**config.mk**
```make
export PLATFORM = sky130hd
export DESIGN_NAME = dot_product_sequencer_flat
export DESIGN_NICKNAME = d
export VERILOG_FILES = /design/src/rtl/matrix_pkg.sv /design/src/rtl/dot_product_sequencer_if.sv /design/src/rtl/operand_addr_gen.sv /design/src/rtl/dot_product_sequencer.sv /design/src/flat_wrapper.sv
export SDC_FILE = /design/constraint.sdc
export NUM_CORES = 1
export LEC_CHECK = 0
export CAP_MARGIN = 20
export CORE_MARGIN = 2
export CORE_UTILIZATION = 30
export DETAILED_ROUTE_END_ITERATION = 16
export GPL_TIMING_DRIVEN = 0
export PLACE_DENSITY = 0.77
export RECOVER_POWER = 100
export SYNTH_ARGS = -nofsm -noshare
export SYNTH_HDL_FRONTEND = slang
export SYNTH_SLANG_ARGS = --single-unit
```
**constraint.sdc**
```tcl
create_clock -name clk -period 4.4 [get_ports clk]
set_input_delay 0.66 -clock clk [delete_from_list [all_inputs] [get_ports clk]]
set_output_delay 0.66 -clock clk [all_outputs]
set_load 0.05 [all_outputs]
```
**src/rtl/matrix_pkg.sv**
```systemverilog
// Shared types for the matrix processor sequencing blocks.
package matrix_pkg;
  typedef enum logic [1:0] {IDLE, RUN, DRAIN, DONE} seq_state_t;
endpackage

```
**src/rtl/dot_product_sequencer_if.sv**
```systemverilog
// Command/result handshake between the tile scheduler and a dot-product sequencer.
interface dot_product_sequencer_if #(
  parameter int WIDTH  = 32,
  parameter int ADDR_W = 8,
  parameter int LEN_W  = 8
);
  logic              cmd_valid;
  logic              cmd_ready;
  logic [ADDR_W-1:0] cmd_base_a;
  logic [ADDR_W-1:0] cmd_base_b;
  logic [LEN_W-1:0]  cmd_len;
  logic [WIDTH-1:0]  cmd_seed;
  logic              res_valid;
  logic              res_ready;
  logic [WIDTH-1:0]  res_data;

  modport master (
    output cmd_valid, cmd_base_a, cmd_base_b, cmd_len, cmd_seed, res_ready,
    input  cmd_ready, res_valid, res_data
  );
  modport slave (
    input  cmd_valid, cmd_base_a, cmd_base_b, cmd_len, cmd_seed, res_ready,
    output cmd_ready, res_valid, res_data
  );
endinterface

```
**src/rtl/operand_addr_gen.sv**
```systemverilog
// Latches operand bases and length, walks idx, and produces wrapped read addresses.
module operand_addr_gen #(
  parameter int ADDR_W = 8,
  parameter int LEN_W  = 8
) (
  input  logic              clk,
  input  logic              rst_n,
  input  logic              load,
  input  logic              step,
  input  logic [ADDR_W-1:0] cmd_base_a,
  input  logic [ADDR_W-1:0] cmd_base_b,
  input  logic [LEN_W-1:0]  cmd_len,
  output logic [ADDR_W-1:0] addr_a,
  output logic [ADDR_W-1:0] addr_b,
  output logic              last,
  output logic              zero_len
);
  logic [ADDR_W-1:0] base_a, base_b;
  logic [LEN_W-1:0]  len_q, idx;

  always_ff @(posedge clk or negedge rst_n) begin
    if (!rst_n) begin
      base_a <= '0;
      base_b <= '0;
      len_q  <= '0;
      idx    <= '0;
    end else if (load) begin
      base_a <= cmd_base_a;
      base_b <= cmd_base_b;
      len_q  <= cmd_len;
      idx    <= '0;
    end else if (step) begin
      idx <= idx + LEN_W'(1);
    end
  end

  // Native-width adders give the modulo-2^ADDR_W wrap for free.
  assign addr_a   = base_a + ADDR_W'(idx);
  assign addr_b   = base_b + ADDR_W'(idx);
  assign last     = (idx == len_q - LEN_W'(1));
  assign zero_len = (len_q == '0);
endmodule

```
**src/rtl/dot_product_sequencer.sv**
```systemverilog
// Drives one fuseMultAdd lane through seed + sum(A[i]*B[i]) from a dual-read operand RAM.
module dot_product_sequencer
  import matrix_pkg::*;
#(
  parameter int WIDTH  = 32,
  parameter int ADDR_W = 8,
  parameter int LEN_W  = 8
) (
  input  logic              clk,
  input  logic              rst_n,
  dot_product_sequencer_if.slave sched,
  output logic              mem_rd_en,
  output logic [ADDR_W-1:0] mem_addr_a,
  output logic [ADDR_W-1:0] mem_addr_b,
  input  logic [WIDTH-1:0]  mem_data_a,
  input  logic [WIDTH-1:0]  mem_data_b,
  output logic [WIDTH-1:0]  fma_a,
  output logic [WIDTH-1:0]  fma_b,
  output logic [WIDTH-1:0]  fma_seed,
  output logic              fma_update,
  output logic              fma_en,
  input  logic [WIDTH-1:0]  fma_acc,
  output logic              busy
);
  seq_state_t state, state_nx;
  logic accept, last, zero_len, pend, first, zero_op;
  logic [ADDR_W-1:0] addr_a, addr_b;
  logic [WIDTH-1:0]  seed_q;

  assign sched.cmd_ready = rst_n && (state == IDLE);
  assign accept          = sched.cmd_valid && sched.cmd_ready;

  operand_addr_gen #(.ADDR_W(ADDR_W), .LEN_W(LEN_W)) u_addr (
    .clk(clk), .rst_n(rst_n), .load(accept), .step(mem_rd_en),
    .cmd_base_a(sched.cmd_base_a), .cmd_base_b(sched.cmd_base_b), .cmd_len(sched.cmd_len),
    .addr_a(addr_a), .addr_b(addr_b), .last(last), .zero_len(zero_len)
  );

  // An empty vector still fires one zero-operand update so the seed lands in the accumulator.
  always_ff @(posedge clk or negedge rst_n) begin
    if (!rst_n) begin
      state   <= IDLE;
      pend    <= 1'b0;
      first   <= 1'b0;
      zero_op <= 1'b0;
      seed_q  <= '0;
    end else begin
      state <= state_nx;
      pend  <= mem_rd_en || (accept && (sched.cmd_len == '0));
      if (accept) begin
        first   <= 1'b1;
        zero_op <= (sched.cmd_len == '0);
        seed_q  <= sched.cmd_seed;
      end else if (pend) begin
        first <= 1'b0;
      end
    end
  end

  always_comb begin
    state_nx = state;
    case (state)
      IDLE:    if (accept) state_nx = RUN;
      RUN:     if (zero_len) state_nx = DONE;
               else if (last) state_nx = DRAIN;
      DRAIN:   state_nx = DONE;
      DONE:    if (sched.res_ready) state_nx = IDLE;
      default: state_nx = IDLE;
    endcase
  end

  assign mem_rd_en       = (state == RUN) && !zero_len;
  assign mem_addr_a      = mem_rd_en ? addr_a : '0;
  assign mem_addr_b      = mem_rd_en ? addr_b : '0;
  assign fma_en          = pend;
  assign fma_update      = pend && first;
  assign fma_a           = (pend && !zero_op) ? mem_data_a : '0;
  assign fma_b           = (pend && !zero_op) ? mem_data_b : '0;
  assign fma_seed        = seed_q;
  assign sched.res_valid = (state == DONE);
  assign sched.res_data  = (state == DONE) ? fma_acc : '0;
  assign busy            = (state != IDLE);
endmodule

```
**src/flat_wrapper.sv**
```systemverilog
// flat-port wrapper written by rule: the top's interface ports become plain ports
module dot_product_sequencer_flat import matrix_pkg::*;
#(
  parameter int WIDTH  = 32,
  parameter int ADDR_W = 8,
  parameter int LEN_W  = 8
)
  (clk, rst_n, mem_rd_en, mem_addr_a, mem_addr_b, mem_data_a, mem_data_b, fma_a, fma_b, fma_seed, fma_update, fma_en, fma_acc, busy, sched_cmd_valid, sched_cmd_base_a, sched_cmd_base_b, sched_cmd_len, sched_cmd_seed, sched_res_ready, sched_cmd_ready, sched_res_valid, sched_res_data);
  dot_product_sequencer_if #(.WIDTH(WIDTH), .ADDR_W(ADDR_W), .LEN_W(LEN_W)) sched_i ();
  input  logic clk;
  input  logic rst_n;
  output logic mem_rd_en;
  output logic [ADDR_W-1:0] mem_addr_a;
  output logic [ADDR_W-1:0] mem_addr_b;
  input  logic [WIDTH-1:0] mem_data_a;
  input  logic [WIDTH-1:0] mem_data_b;
  output logic [WIDTH-1:0] fma_a;
  output logic [WIDTH-1:0] fma_b;
  output logic [WIDTH-1:0] fma_seed;
  output logic fma_update;
  output logic fma_en;
  input  logic [WIDTH-1:0] fma_acc;
  output logic busy;
  input wire logic [$bits(sched_i.cmd_valid)-1:0] sched_cmd_valid;
  input wire logic [$bits(sched_i.cmd_base_a)-1:0] sched_cmd_base_a;
  input wire logic [$bits(sched_i.cmd_base_b)-1:0] sched_cmd_base_b;
  input wire logic [$bits(sched_i.cmd_len)-1:0] sched_cmd_len;
  input wire logic [$bits(sched_i.cmd_seed)-1:0] sched_cmd_seed;
  input wire logic [$bits(sched_i.res_ready)-1:0] sched_res_ready;
  output wire logic [$bits(sched_i.cmd_ready)-1:0] sched_cmd_ready;
  output wire logic [$bits(sched_i.res_valid)-1:0] sched_res_valid;
  output wire logic [$bits(sched_i.res_data)-1:0] sched_res_data;
  assign sched_i.cmd_valid = sched_cmd_valid;
  assign sched_i.cmd_base_a = sched_cmd_base_a;
  assign sched_i.cmd_base_b = sched_cmd_base_b;
  assign sched_i.cmd_len = sched_cmd_len;
  assign sched_i.cmd_seed = sched_cmd_seed;
  assign sched_i.res_ready = sched_res_ready;
  assign sched_cmd_ready = sched_i.cmd_ready;
  assign sched_res_valid = sched_i.res_valid;
  assign sched_res_data = sched_i.res_data;
  dot_product_sequencer #(.WIDTH(WIDTH), .ADDR_W(ADDR_W), .LEN_W(LEN_W)) u_core (.clk(clk), .rst_n(rst_n), .sched(sched_i), .mem_rd_en(mem_rd_en), .mem_addr_a(mem_addr_a), .mem_addr_b(mem_addr_b), .mem_data_a(mem_data_a), .mem_data_b(mem_data_b), .fma_a(fma_a), .fma_b(fma_b), .fma_seed(fma_seed), .fma_update(fma_update), .fma_en(fma_en), .fma_acc(fma_acc), .busy(busy));
endmodule
```
### The metal 2 layer, run 1

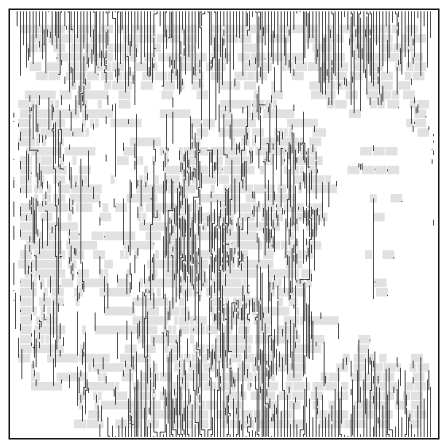
The layer carries 7,540 um of wire. 830 nets have wire on it. The layer holds 47% of the routed length.

### Gate families picked out, run 1

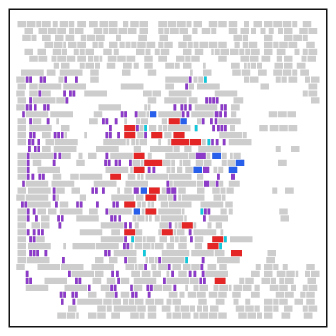
Key: fa/ha/maj cells = red [cells 22, most used ha_1, where middle]; non-inverting ao/oa cells = blue [cells 8, most used a21o_1, where middle]; inv cells = cyan [cells 10, most used inv_1]; nand cells = purple [cells 187, most used nand2_1]

==> out/results.ini, run 1 <==
[outcome]
outcome = finished, final reports clean

[layout]
layout_top_cell = nand2_1
area_growth_syn_to_layout_pct = 83.1
final_cell_mix = nand2_1 (179), clkdlybuf4s50_1 (154), dlygate4sd3_1 (150), and2_1 (101), dfrtp_1 (69)
fin_cells = 1034
final_nets = 1028
finalInstanceArea_um2 = 7890
drive_above_1_share_pct = 2.69
diodes = 0

[pwr]
p_seq_share_pct = 19.7
power_switching_mw = 3.25
power_leakage_nw = 3.86
p_int_mw = 2.71
power_density_nw_per_um2 = 755
switching_share_pct = 54.5
clockPowerShare_pct = 11.9
comb_power_share_pct = 68.4
peakVddDrop_mv = 0.379

[die]
fp.dieW_um = 124
dieHeight_um = 124
ioPinCount = 306
die_area_um2 = 15300
core_um2 = 13900
rows = 43
fp_util_pct = 30.9

[route]
via_per_inst = 4.43
wirelength_um = 16100
drc = 0
drtAntennaViolNets = 0
post_drt_wl_per_cell_um = 15.6
drtPass1Iterations = 4
drt_iter0_markers = 164
num_vias = 4583

[critical_path]
r2r_end = u_core.state[0]$_DFFE_PN0P_
crit_arrival_ns = 3.38
r2r_setup_slack_ns = 1.85
critical-path-top-delay-family = AND-OR/OR-AND gates
slowest_delay_ns = 0.89
worstPathMaxFanout = 8
cp-end-kind = output pin
ff2ff_path_depth = 9
worst_ep_required_time_ns = 3.74
crit_chain = ha_1 -> a21o_1 -> a21oi_1 -> o21ai_0 -> o41ai_1 -> xnor2_1 -> nor2_1 -> dlygate4sd3_1
r2r_start = u_core.u_addr.len_q[0]$_DFFE_PN0P_
crit_path_top_delay_cell = dlygate4sd3_1
critPathKind = flop to output pin
critPathLaunchType = flop
cp_num_buf_inv = 1

[job]
warnings = 29
maxCapViolations = 0

[synthesis]
synthTopCellsByCount = nand2_1 (179), and2_1 (102), dfrtp_1 (69)
yosys.area.top_type = dfrtp_1
syn_inst = 533
yosys_warnings = 0
netlist.area_leader.share_pct = 40.1
yosys_cells = 533
synth_nets = 711
ys_types = 46
yosysMostFrequentCell = nand2_1
ys_chip_area_um2 = 4310
syn_avg_cell_area_um2 = 8.08
syn_area_um2 = 4310
ys.flops = 69
synthFlopType = dfrtp_1
top_cells_by_area = dfrtp_1 (40%), nand2_1 (16%), and2_1 (15%)
ys_seq_share_pct = 40.1
synthArstFlopShare_pct = 100
edf_count = 0

[place]
dpl.hpwl_um = 12800
post_dp_cell_area_um2 = 7610
io_buffers = 305
place.gp.congestion = 0.848
dpl.cell_count = 1019

[cts]
tritoncts = done
clockBufferDepth = 2
cts_resized = 0
cts_made_buffers = 9
holdBufCountCts = 0
clk_latency_ns = 0.33
cts_root_buf = clkbuf_16
cts.clk_slew.worst_paths_ns = 0.06
cts.sinks = 69
htreeDepth = 3
post_cts_buffers = 0

[global_routing]
first_global_vias = 4595
grt_max_degree = 72
grtUsageTotal_pct = 20.7
grt_overflow = 0
antenna_found_initial = 0
grt_pass1_wl_um = 24500

[timing]
period_needed_ns = 4.04
slew_viol_final = 0
skew_ns = 0.00483
slew_headroom_pct = 59.3
setup_tns_ns = 0
rsz0062_at_grt = false
fmax_mhz = 248
finalHoldViolations = 0
finalSetupViolCount = 0
max_slew.worst_pin.slew_ns = 0.603
finalClockPeriodUsage_pct = 91.7

[hold_path]
hold_path_class = input port to async pin

### Register map, names as in the netlist, run 1

Other sequential cells in the stronger grey, the rest of the logic in the fainter grey.
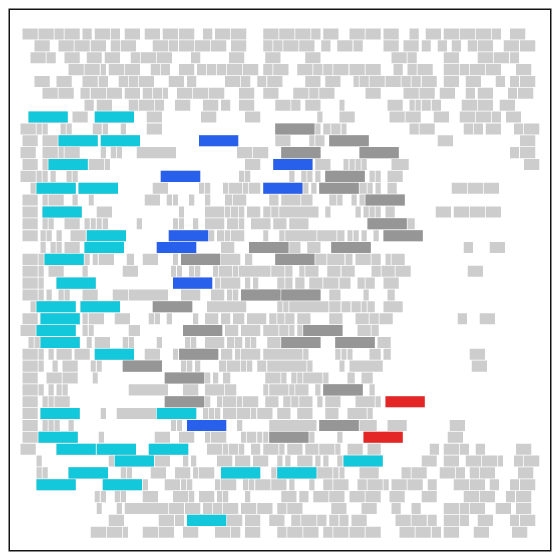
Key: u_core.fma_seed = cyan [placed flops 32]; u_core.state = red [placed flops 2]; u_core.u_addr.base_b = blue [placed flops 8]
Another 27 sequential cells are not coloured.

## run 1: power groups by stage
stage	Combinational, mW	Clock [mW]	Sequential [mW]
after floorplan	2.37	0	1.62
after global placement	4.21	0	1.18
after detailed placement	4.26	0	1.18
after CTS	4.29	0.719	1.18
after global routing	4.35	0.754	1.22
final	4.07	0.706	1.18
## run 1: logic make-up after synthesis
kind of cell / after synthesis / synth area share, %
AND/OR/NAND/NOR: 336 / 36.8
XOR/XNOR: 28 / 5.69
multiplexers: 1 / 0.261
flip-flops: 69 / 40.1
buffers and inverters: 38 / 3.54
adder cells (fa/ha/maj): 22 / 6.74
AND-OR/OR-AND: 39 / 6.88
## run 1: through the flow
stage | worst slack (ns) | hold slack (ns) | power, mW | utilization (%)
6_report | 0.365 | 0.430 | 5.96 | 56.6
5_1_grt | 0.197 | 0.464 | 6.32 | 56.6
4_1_cts | 0.422 | 0.348 | 6.20 | 56.7
3_5_place_dp | 0.806 | 0.462 | 5.45 | 54.6
3_3_place_gp | -0.983 | 0.457 | 5.39 | 54.4
2_1_floorplan | 1.38 | 0.364 | 4.00 | -
## run 1: per-layer routing
metal	vias up	track usage (%)	wire length, um
met5	-	0	0
met4	0	5.89	295
met3	27	5.54	1130
met2	142	31.4	7540
met1	2090	29.0	7160
li1	2324	-	-
## run 1: how the worst max path moves through the flow
stage | startpoint | endpoint | slack, ns | cells after the start
finish | u_core.u_addr.idx[1]$_DFFE_PN0P_ | mem_addr_b[7] | 0.36 | 8
global route | u_core.u_addr.len_q[0]$_DFFE_PN0P_ | mem_addr_a[0] | 0.20 | 9
CTS | u_core.u_addr.idx[1]$_DFFE_PN0P_ | mem_addr_b[7] | 0.42 | 8
detailed placement | u_core.u_addr.idx[1]$_DFFE_PN0P_ | mem_addr_b[7] | 0.81 | 8
global placement | rst_n | sched_cmd_ready | -0.98 | 3
floorplan | u_core.u_addr.idx[0]$_DFFE_PN0P_ | mem_addr_a[6] | 1.38 | 8
## run 1: sequential cells by signal, summed over array words and instances, names as in the netlist
register              count
u_core.first              1
u_core.fma_en             1
u_core.fma_seed          32
u_core.state              2
u_core.u_addr.base_a      8
u_core.u_addr.base_b      8
u_core.u_addr.idx         8
u_core.u_addr.len_q       8
u_core.zero_op            1
## run 1: cell type report
cell class / instances / area [um^2]
fill: 1265 / 6050
clock buffer: 9 / 225
multi-input combinational: 426 / 2420
sequential: 69 / 1730
clock inverter: 6 / 63.8
tap: 180 / 225
inverter: 10 / 37.5
buffer: 28 / 114
timing repair buffer: 306 / 3070
## run 1: worst reg2reg max path, cell delays in order, from the launching register on
cell       delay [ns]
dfrtp_1          0.42
inv_1            0.09
ha_1             0.22
nor2b_1          0.19
nand2_1          0.13
o31ai_4          0.42
inv_1            0.16
clkbuf_1         0.30
a211oi_1         0.35
a2bb2oi_1        0.20
## Run 2: what changed since run 1
--- a/config.mk
+++ b/config.mk
@@ -5,6 +5,7 @@
 export SDC_FILE = /design/constraint.sdc
 export NUM_CORES = 1
 export LEC_CHECK = 0
+export ABC_CLOCK_PERIOD_IN_PS = 4400
 export CAP_MARGIN = 20
 export CORE_MARGIN = 2
 export CORE_UTILIZATION = 30
@@ -12,6 +13,7 @@
 export GPL_TIMING_DRIVEN = 0
 export PLACE_DENSITY = 0.77
 export RECOVER_POWER = 100
+export SETUP_SLACK_MARGIN = 0.1
 export SYNTH_ARGS = -nofsm -noshare
 export SYNTH_HDL_FRONTEND = slang
 export SYNTH_SLANG_ARGS = --single-unit
### Track usage over the die, run 2

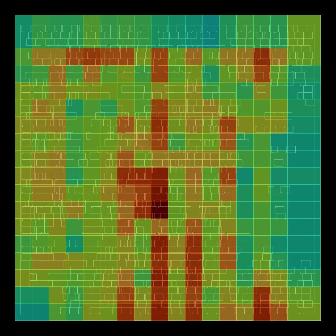
Final Util: 56.6%
met2 Resource Use GR: 31.4%
DR WL/cell: 15.6 um
total track usage: 20.7%

==> out/results.ini, run 2 <==
[outcome]
outcome = finished, final reports clean

[route]
drtPass1Iterations = 4  ; unchanged
drt_iter0_markers = 164  ; unchanged
via_per_inst = 4.43  ; unchanged
num_vias = 4583  ; unchanged
drc = 0  ; unchanged
drtAntennaViolNets = 0  ; unchanged

[synthesis]
ys_types = 46  ; unchanged
synthTopCellsByCount = nand2_1 (179), and2_1 (102), dfrtp_1 (69)
ys_chip_area_um2 = 4310  ; unchanged
top_cells_by_area = dfrtp_1 (40%), nand2_1 (16%), and2_1 (15%)
yosys.area.top_type = dfrtp_1
synthFlopType = dfrtp_1
ys.flops = 69  ; unchanged
netlist.area_leader.share_pct = 40.1  ; unchanged
syn_avg_cell_area_um2 = 8.08  ; unchanged
ys_seq_share_pct = 40.1  ; unchanged
yosys_warnings = 0  ; unchanged

[pwr]
power_density_nw_per_um2 = 755  ; unchanged
fin_total_pwr_mw = 5.96  ; unchanged
peakVddDrop_mv = 0.379  ; unchanged
power_leakage_nw = 3.86  ; unchanged

[layout]
layout_top_cell = nand2_1
diodes = 0  ; unchanged
drive_above_1_share_pct = 2.69  ; unchanged
largest_reg_flops = 32  ; unchanged
finalInstanceArea_um2 = 7890  ; unchanged

[critical_path]
r2r_setup_slack_ns = 1.85  ; about the same
r2r_start = u_core.u_addr.len_q[0]$_DFFE_PN0P_
r2r_end = u_core.state[0]$_DFFE_PN0P_
cp_num_buf_inv = 1  ; unchanged
critPathKind = flop to output pin
cp-startpoint = u_core.u_addr.idx[1]$_DFFE_PN0P_
cp-end-kind = output pin
crit_chain = ha_1 -> a21o_1 -> a21oi_1 -> o21ai_0 -> o41ai_1 -> xnor2_1 -> nor2_1 -> dlygate4sd3_1
worstPathMaxFanout = 8  ; unchanged
worst_ep_required_time_ns = 3.74  ; about the same
ff2ff_path_depth = 9  ; unchanged
crit_path_top_delay_cell = dlygate4sd3_1
critical-path-top-delay-family = AND-OR/OR-AND gates
crit_arrival_ns = 3.38  ; about the same

[die]
core_um2 = 13900  ; unchanged
fp_util_pct = 30.9  ; unchanged
ioPinCount = 306  ; unchanged
die_area_um2 = 15300  ; unchanged
dieHeight_um = 124  ; unchanged
rows = 43  ; unchanged

[timing]
finalClockPeriodUsage_pct = 91.7  ; unchanged
finalHoldViolations = 0  ; unchanged
fmax_mhz = 248  ; unchanged
rsz0062_at_grt = false
slew_headroom_pct = 59.3  ; unchanged
slew_viol_final = 0  ; unchanged
skew_ns = 0.00483  ; unchanged
setup_tns_ns = 0  ; unchanged

[cts]
htreeDepth = 3  ; unchanged
clk_latency_ns = 0.33  ; about the same
cts.clk_slew.worst_paths_ns = 0.06  ; about the same
cts.sinks = 69  ; unchanged
cts_root_buf = clkbuf_16
cts_resized = 0  ; unchanged
clockBufferDepth = 2  ; unchanged

[place]
place.gp.congestion = 0.848  ; unchanged
dpl.hpwl_um = 12800  ; unchanged
post_dp_cell_area_um2 = 7610  ; unchanged

[global_routing]
first_global_vias = 4595  ; unchanged
antenna_found_initial = 0  ; unchanged
grt_max_degree = 72  ; unchanged
grt_overflow = 0  ; unchanged
grt_pass1_wl_um = 24500  ; unchanged

[hold_path]
hold_path_class = input port to async pin

[job]
warnings = 29  ; unchanged
maxCapViolations = 0  ; unchanged

==> run 2: cell counts in the layout (fill, tap and decap cells not counted) <==
No cell type changed its count.
==> run 2: kinds of logic after synthesis <==
logic type | synth area share, %
xor gates and xnor gates | 5.69
AOI/OAI and AO/OA | 6.88
buffers and inverters | 3.54
DFF | 40.1
muxes | 0.261
and+or+nand+nor | 36.8
adders and majority gates | 6.74
==> run 2: layout make-up <==
cell class | count | area, um^2
fillers | 1265 | 6050
repair buffers | 306 | 3070
multi-input cells | 426 | 2420
flip-flops and latches | 69 | 1730
clock buffers | 9 | 225
well taps | 180 | 225
plain buffers | 28 | 114
clock inverters | 6 | 63.8
inverters | 10 | 37.5
==> run 2: per-stage QoR <==
step	utilization (%)	hold WS, ns	setup slack [ns]
after global routing	56.6	0.464	0.197
after global placement	54.4	0.457	-0.983
final	56.6	0.430	0.365
after floorplan	-	0.364	1.38
after detailed placement	54.6	0.462	0.806
after CTS	56.7	0.348	0.422
==> run 2: report_power, final <==
group,switching [mW],internal (mW),total (mW)
registers,0.254,0.922,1.18
clock network,0.271,0.435,0.706
logic,2.72,1.35,4.07
total,3.25,2.71,5.96
==> run 2: worst max-delay path by stage <==
stage / cells after the start / slack [ns] / endpoint
global route: 9 / 0.20 / mem_addr_a[0]
floorplan: 8 / 1.38 / mem_addr_a[6]
detailed placement: 8 / 0.81 / mem_addr_b[7]
global placement: 3 / -0.98 / sched_cmd_ready
CTS: 8 / 0.42 / mem_addr_b[7]
finish: 8 / 0.36 / mem_addr_b[7]
==> run 2: per-layer routing <==
metal | vias to the layer above | wire length [um] | track usage (%)
li1 | 2324 | - | -
met1 | 2090 | 7160 | 29.0
met2 | 142 | 7540 | 31.4
met3 | 27 | 1130 | 5.54
met4 | 0 | 295 | 5.89
met5 | - | 0 | 0
Power is estimated from default activity; no workload was simulated.
